[src/rtl/keycode_command_reader.sv]
// -----------------------------------------------------------------------------
// keycode_command_reader
//
// Purpose:
//   Decodes the 32-bit HID keycode word written by the NIOS II software into
//   single game commands (left, right, down, rotate-left, rotate-right). The
//   commands are paced to the frame tick and offered to block_logic on a
//   valid/ready handshake. A press edge fires immediately. When the
//   KEYCODE_AUTOREPEAT_EN macro is defined, held left/right/down keys
//   auto-repeat: the first repeat comes after DAS_FRAMES ticks and later repeats
//   come every ARR_FRAMES ticks. When the macro is undefined, every command
//   fires on press edges only.
//
// Parameters:
//   DAS_FRAMES  ticks from first emission to first auto-repeat (1..255)
//   ARR_FRAMES  ticks between later auto-repeats (1..255)
//
// Ports:
//   Clk                    in   1  system clock
//   Reset                  in   1  synchronous, active-high reset
//   keycode                in  32  four HID keycode bytes, 0x00 = empty slot
//   frame_clk_rising_edge  in   1  one-cycle frame tick
//   cmd_ready              in   1  consumer accepts cmd when high with cmd_valid
//   cmd                    out  5  one-hot {rot_r, rot_l, down, right, left}
//   cmd_valid              out  1  cmd holds a pending command
//   cmd_overflow           out  1  sticky: a command was dropped on a full slot
// -----------------------------------------------------------------------------
module keycode_command_reader #(
    parameter int unsigned DAS_FRAMES = 10,
    parameter int unsigned ARR_FRAMES = 3
) (
    input  logic        Clk,
    input  logic        Reset,
    input  logic [31:0] keycode,
    input  logic        frame_clk_rising_edge,
    input  logic        cmd_ready,
    output logic [4:0]  cmd,
    output logic        cmd_valid,
    output logic        cmd_overflow
);

    // HID usage codes
    localparam logic [7:0] KEY_LEFT  = 8'h50;
    localparam logic [7:0] KEY_RIGHT = 8'h4F;
    localparam logic [7:0] KEY_DOWN  = 8'h51;
    localparam logic [7:0] KEY_Z     = 8'h1D;
    localparam logic [7:0] KEY_X     = 8'h1B;
    localparam logic [7:0] KEY_UP    = 8'h52;

    // Output slot states
    localparam logic [0:0] S_EMPTY = 1'b0;
    localparam logic [0:0] S_FULL  = 1'b1;

    // An out-of-range timing parameter has no defined behaviour. This block
    // keeps the legal range visible in the elaborated hierarchy of both builds.
    if (DAS_FRAMES < 1 || DAS_FRAMES > 255 || ARR_FRAMES < 1 || ARR_FRAMES > 255)
    begin : g_timing_param_out_of_range
    end

    logic [31:0] keycode_q, keycode_d;
    logic [4:0]  prev_q, prev_d;
    logic [4:0]  cmd_q, cmd_d;
    logic [0:0]  state_q, state_d;
    logic        overflow_q, overflow_d;

    logic [4:0]  key_raw;
    logic [4:0]  pressed;
    logic [4:0]  press_edge;
    logic [4:0]  candidate;
    logic [4:0]  winner;
    logic        have_winner;

    function automatic logic key_hit(input logic [31:0] word, input logic [7:0] code);
        logic hit;
        hit = 1'b0;
        for (int b = 0; b < 4; b++) begin
            if (word[8*b +: 8] == code) begin
                hit = 1'b1;
            end
        end
        return hit;
    endfunction

    // Decode always works on the registered word, so keycode needs to settle
    // one cycle before the tick it should affect.
    assign keycode_d = keycode;

    always_comb begin
        key_raw[0] = key_hit(keycode_q, KEY_LEFT);
        key_raw[1] = key_hit(keycode_q, KEY_RIGHT);
        key_raw[2] = key_hit(keycode_q, KEY_DOWN);
        key_raw[3] = key_hit(keycode_q, KEY_Z);
        key_raw[4] = key_hit(keycode_q, KEY_X) | key_hit(keycode_q, KEY_UP);
    end

    // Opposing directions cancel. The masked vector is also what goes into
    // prev, so releasing one of the pair turns the other into a fresh press.
    always_comb begin
        pressed = key_raw;
        if (key_raw[0] && key_raw[1]) begin
            pressed[1:0] = 2'b00;
        end
    end

    assign press_edge = pressed & ~prev_q;
    assign prev_d     = frame_clk_rising_edge ? pressed : prev_q;

`ifdef KEYCODE_AUTOREPEAT_EN
    localparam logic [7:0] DAS_LOAD = 8'(DAS_FRAMES);
    localparam logic [7:0] ARR_LOAD = 8'(ARR_FRAMES);

    logic [2:0] repeat_fire;

    // One repeat counter per movement key (bit order matches cmd[2:0]).
    // Counters advance on every tick, whether or not their key wins arbitration.
    for (genvar gi = 0; gi < 3; gi++) begin : g_repeat
        logic [7:0] cnt_q, cnt_d;

        always_comb begin
            cnt_d = cnt_q;
            if (frame_clk_rising_edge) begin
                if (!pressed[gi]) begin
                    cnt_d = 8'd0;
                end else if (press_edge[gi]) begin
                    cnt_d = DAS_LOAD;
                end else if (cnt_q == 8'd1) begin
                    cnt_d = ARR_LOAD;
                end else begin
                    cnt_d = cnt_q - 8'd1;
                end
            end
        end

        assign repeat_fire[gi] = pressed[gi] && !press_edge[gi] && (cnt_q == 8'd1);

        always_ff @(posedge Clk) begin
            if (Reset) begin
                cnt_q <= 8'd0;
            end else begin
                cnt_q <= cnt_d;
            end
        end
    end

    assign candidate = press_edge | {2'b00, repeat_fire};
`else
    assign candidate = press_edge;
`endif

    // Fixed priority: rotate-right > rotate-left > down > left > right.
    always_comb begin
        winner = 5'b00000;
        if (frame_clk_rising_edge) begin
            if (candidate[4]) begin
                winner = 5'b10000;
            end else if (candidate[3]) begin
                winner = 5'b01000;
            end else if (candidate[2]) begin
                winner = 5'b00100;
            end else if (candidate[0]) begin
                winner = 5'b00001;
            end else if (candidate[1]) begin
                winner = 5'b00010;
            end
        end
    end

    assign have_winner = |winner;

    // Single-entry output slot. A full slot that is accepted in the same cycle
    // as a new winner takes the new command directly. A full slot that is not
    // accepted keeps its command and flags the dropped one.
    always_comb begin
        state_d    = state_q;
        cmd_d      = cmd_q;
        overflow_d = overflow_q;
        case (state_q)
            S_EMPTY: begin
                if (have_winner) begin
                    state_d = S_FULL;
                    cmd_d   = winner;
                end
            end
            default: begin
                if (cmd_ready) begin
                    if (have_winner) begin
                        cmd_d = winner;
                    end else begin
                        state_d = S_EMPTY;
                        cmd_d   = 5'b00000;
                    end
                end else if (have_winner) begin
                    overflow_d = 1'b1;
                end
            end
        endcase
    end

    always_ff @(posedge Clk) begin
        if (Reset) begin
            keycode_q  <= 32'd0;
            prev_q     <= 5'd0;
            cmd_q      <= 5'd0;
            state_q    <= S_EMPTY;
            overflow_q <= 1'b0;
        end else begin
            keycode_q  <= keycode_d;
            prev_q     <= prev_d;
            cmd_q      <= cmd_d;
            state_q    <= state_d;
            overflow_q <= overflow_d;
        end
    end

    assign cmd          = cmd_q;
    assign cmd_valid    = (state_q == S_FULL);
    assign cmd_overflow = overflow_q;

endmodule

[config.mk]
export PLATFORM = sky130hd
export DESIGN_NAME = keycode_command_reader
export DESIGN_NICKNAME = d
export VERILOG_FILES = /design/src/rtl/keycode_command_reader.sv
export SDC_FILE = /design/constraint.sdc
export NUM_CORES = 1
export LEC_CHECK = 0
export CAP_MARGIN = 20
export CORE_ASPECT_RATIO = 0.7
export CORE_MARGIN = 10
export CORE_UTILIZATION = 35
export CTS_BUF_LIST = sky130_fd_sc_hd__clkbuf_16
export DETAILED_ROUTE_END_ITERATION = 12
export GPL_ROUTABILITY_DRIVEN = 0
export GPL_TIMING_DRIVEN = 1
export SYNTH_ARGS = -nofsm -noshare
export SYNTH_HDL_FRONTEND = slang
export SYNTH_SLANG_ARGS = --single-unit
[constraint.sdc]
create_clock -name Clk -period 2.17 [get_ports Clk]
set_input_delay 0.434 -clock Clk [delete_from_list [all_inputs] [get_ports Clk]]
set_output_delay 0.434 -clock Clk [all_outputs]
set_load 0.1 [all_outputs]
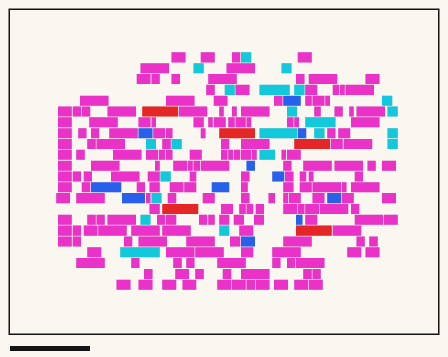
(run_1/drive_strength.png)
Bar = 20 um.
color	size	cells	share
blue	drive 2	11	4.6%
red	drive 6 and up	5	2.1%
cyan	drive 3 to 4	22	9.1%
magenta	drive 1 or less	203	84%

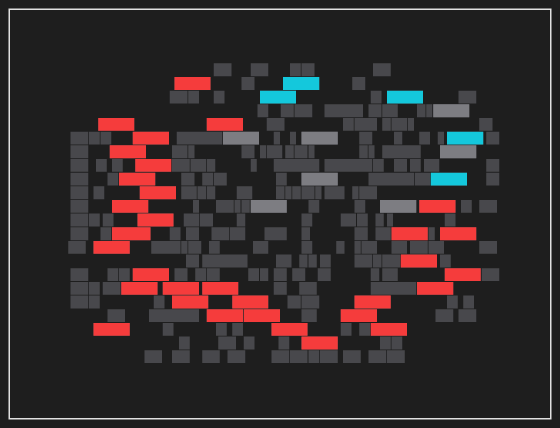
(run_1/registers.png)
Other sequential cells in the stronger gray, the rest of the logic in the fainter gray.
color	signal	flops
red	keycode_q	32
cyan	cmd	5

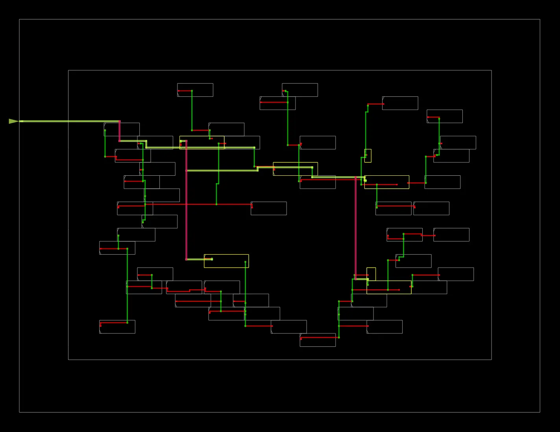
(run_1/final_clocks.png)
Flops: 44
clk sinks: 44

==> impl_metrics.json, run 1 <==
{
  "worst_slack_ps": -31.5,
  "final_layout_top_logic_cell": "dfxtp_1",
  "finalSetupViolCount": 4,
  "flop_cell": "dfxtp_1",
  "fp_util": 0.359,
  "largest_class": "multi-input combinational cells",
  "violations": "negative setup slack",
  "wirelength_met1_um": 2180,
  "synth_cells": 188,
  "placed_cell_area_um2": 2420,
  "holdWs_ps": 470,
  "largest_register": "keycode_q",
  "grt_busiest_layer": "met2",
  "stdcell_count": 313,
  "grt_overflow": 0,
  "top_area_frac": 0.469,
  "relSlewSlack": 0.689,
  "gr-usage-all-layers": 0.101,
  "ys_seq_share": 0.469,
  "rows": 22,
  "status": "complete, but fails checks"
}
==> run 2, diff against run 1 <==
PLACE_DENSITY_LB_ADDON = 0.1   (was not set)
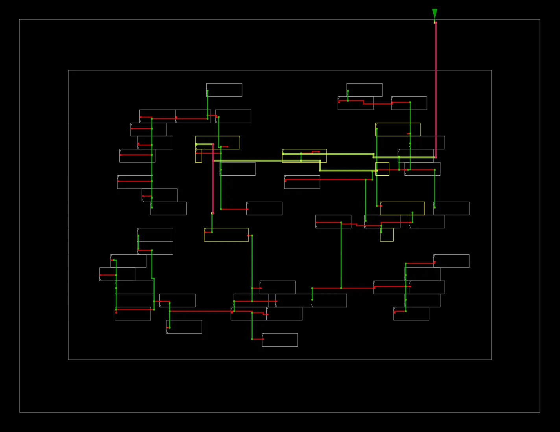
(run_2/final_clocks.png)
Clk Latency, worst-skew pair: 280 ps
Num CTS Buffers: 5

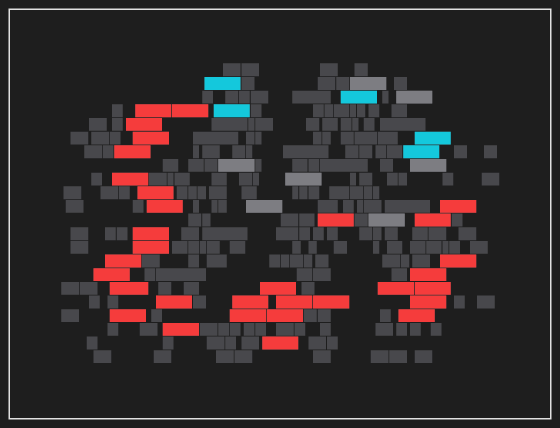
(run_2/registers.png)
Other sequential cells in the stronger gray, the rest of the logic in the fainter gray.
color	signal	flops
cyan	cmd	5
red	keycode_q	32

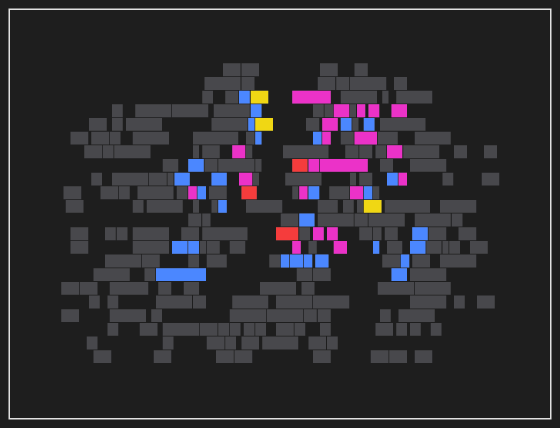
(run_2/gate_families.png)
color	family	cells
red	AND-OR and OR-AND gates	3
blue	NAND gates	28
magenta	inverting AOI/OAI gates	21
yellow	multiplexers	3

==> impl_metrics.json, run 2 <==
{
  "path_cells": "or2_1, or4_4, o2111a_2, or3_4, o2111ai_4, buf_6, a31oi_1, nor2_1",
  "wirelength_met1_um": 2000,
  "pwr-share-seq": 0.491,
  "grt_busiest_layer": "met2",
  "regArea_um2": 882,
  "final_layout_top_logic_cell": "dfxtp_1",
  "cts_sinks": 44,
  "clk_path_buf_depth": 2,
  "power.density_nw_per_um2": 682,
  "final-nonclk-buf-share": 0.198,
  "top_area_frac": 0.469,
  "whs_endpoint": "cmd[1]",
  "logic_gates": 135,
  "arrival_ps": 2440,
  "postLayoutCellArea_um2": 2620,
  "largest_class": "multi-input combinational cells",
  "largest_register": "keycode_q",
  "worst_slack_ps": -48.9,
  "grt_max_degree": 46,
  "grt_pass1_wl_um": 6980,
  "synth_cells": 188,
  "stdcell_count": 317,
  "finalSetupViolCount": 7,
  "grt_overflow": 0,
  "holdWs_ps": 481,
  "rows": 22,
  "reg2reg_depth": 8,
  "flops": 44,
  "gr-usage-all-layers": 0.0982,
  "p_leak_nw": 0.962,
  "top_cells_by_count": "dfxtp_1, nor2b_1, nor2_1, nand4b_1, nand3_1",
  "xor_share": 0,
  "violations": "negative setup slack",
  "relSlewSlack": 0.673,
  "ys_seq_share": 0.469,
  "flop_cell": "dfxtp_1",
  "met3WireLength_um": 324,
  "fp_util": 0.359,
  "placed_cell_area_um2": 2410,
  "status": "complete, but fails checks",
  "die_x_um": 108,
  "layout.nets": 280,
  "wl_per_cell_um": 13.6,
  "openroad.warnings": 28
}
==> run 3, diff against run 2 <==
==> constraint.sdc (replaced) <==
create_clock -name Clk -period 2.17 [get_ports Clk]
set_input_delay 0.217 -clock Clk [delete_from_list [all_inputs] [get_ports Clk]]
set_output_delay 0.217 -clock Clk [all_outputs]
set_load 0.1 [all_outputs]
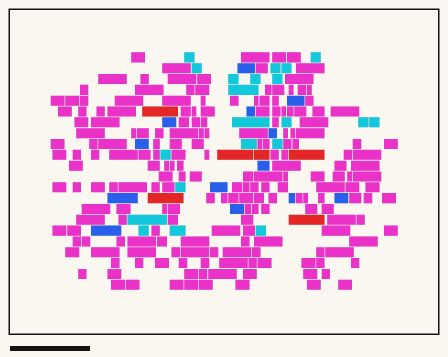
(run_3/drive_strength.png)
Bar = 20 um.
color	size	cells	share
blue	drive 2	13	5.4%
magenta	drive 1 or less	201	83%
cyan	drive 3 to 4	21	8.7%
red	drive 6 and up	6	2.5%

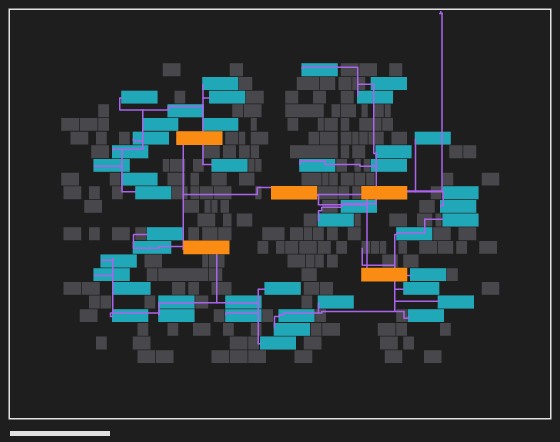
(run_3/clock_map.png)
Bar = 20 um.
[cyan] flip-flops | count: 44
[purple] clock wires | length: 516 um
[orange] cells driving clock nets | count: 5
routed clock nets	6

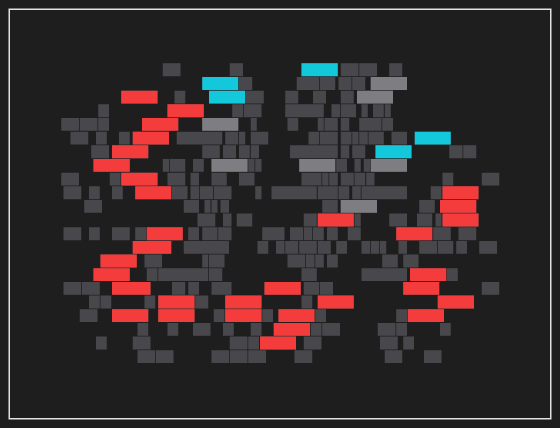
(run_3/registers.png)
Other sequential cells in the stronger gray, the rest of the logic in the fainter gray.
color	signal	flops
red	keycode_q	32
cyan	cmd	5
not colored	7

==> impl_metrics.json, run 3 <==
{
  "grt_pass1_wl_um": 7420,
  "gr-usage-all-layers": 0.104,
  "cts_sinks": 44,
  "relSlewSlack": 0.689,
  "arrival_ps": 2370,
  "postLayoutCellArea_um2": 2580,
  "top_area_frac": 0.469,
  "final-nonclk-buf-share": 0.187,
  "layout.nets": 277,
  "period_used_share": 1.00,
  "placed_cell_area_um2": 2400,
  "rows": 22,
  "synth_cells": 188,
  "largest_register": "keycode_q",
  "whs_endpoint": "cmd[1]",
  "top_layer_used": "met4",
  "logic_gates": 135,
  "grt_max_degree": 29,
  "openroad.warnings": 28,
  "n_tap_cell": 72,
  "finalSetupViolCount": 1,
  "stdcell_count": 313,
  "grt_busiest_layer": "met2",
  "insertion_delay_ps": 280,
  "die_x_um": 108,
  "status": "complete, but fails checks",
  "flops": 44,
  "cts_setup_buffers": 2,
  "holdWs_ps": 474,
  "path_cells": "nand4bb_4, or4_4, o2111a_2, buf_6, o211ai_1, o2111ai_4, a22oi_4, mux2i_1",
  "grt_overflow": 0,
  "reg2reg_depth": 8,
  "xor_share": 0,
  "flop_cell": "dfxtp_1",
  "worst_slack_ps": -1.66,
  "wirelength_met1_um": 1950,
  "pwr-share-seq": 0.502,
  "met3WireLength_um": 347,
  "wl_per_cell_um": 14.2,
  "violations": "negative setup slack",
  "p_leak_nw": 0.951
}
No activity file was given, so power comes from the tool's default toggle rates.
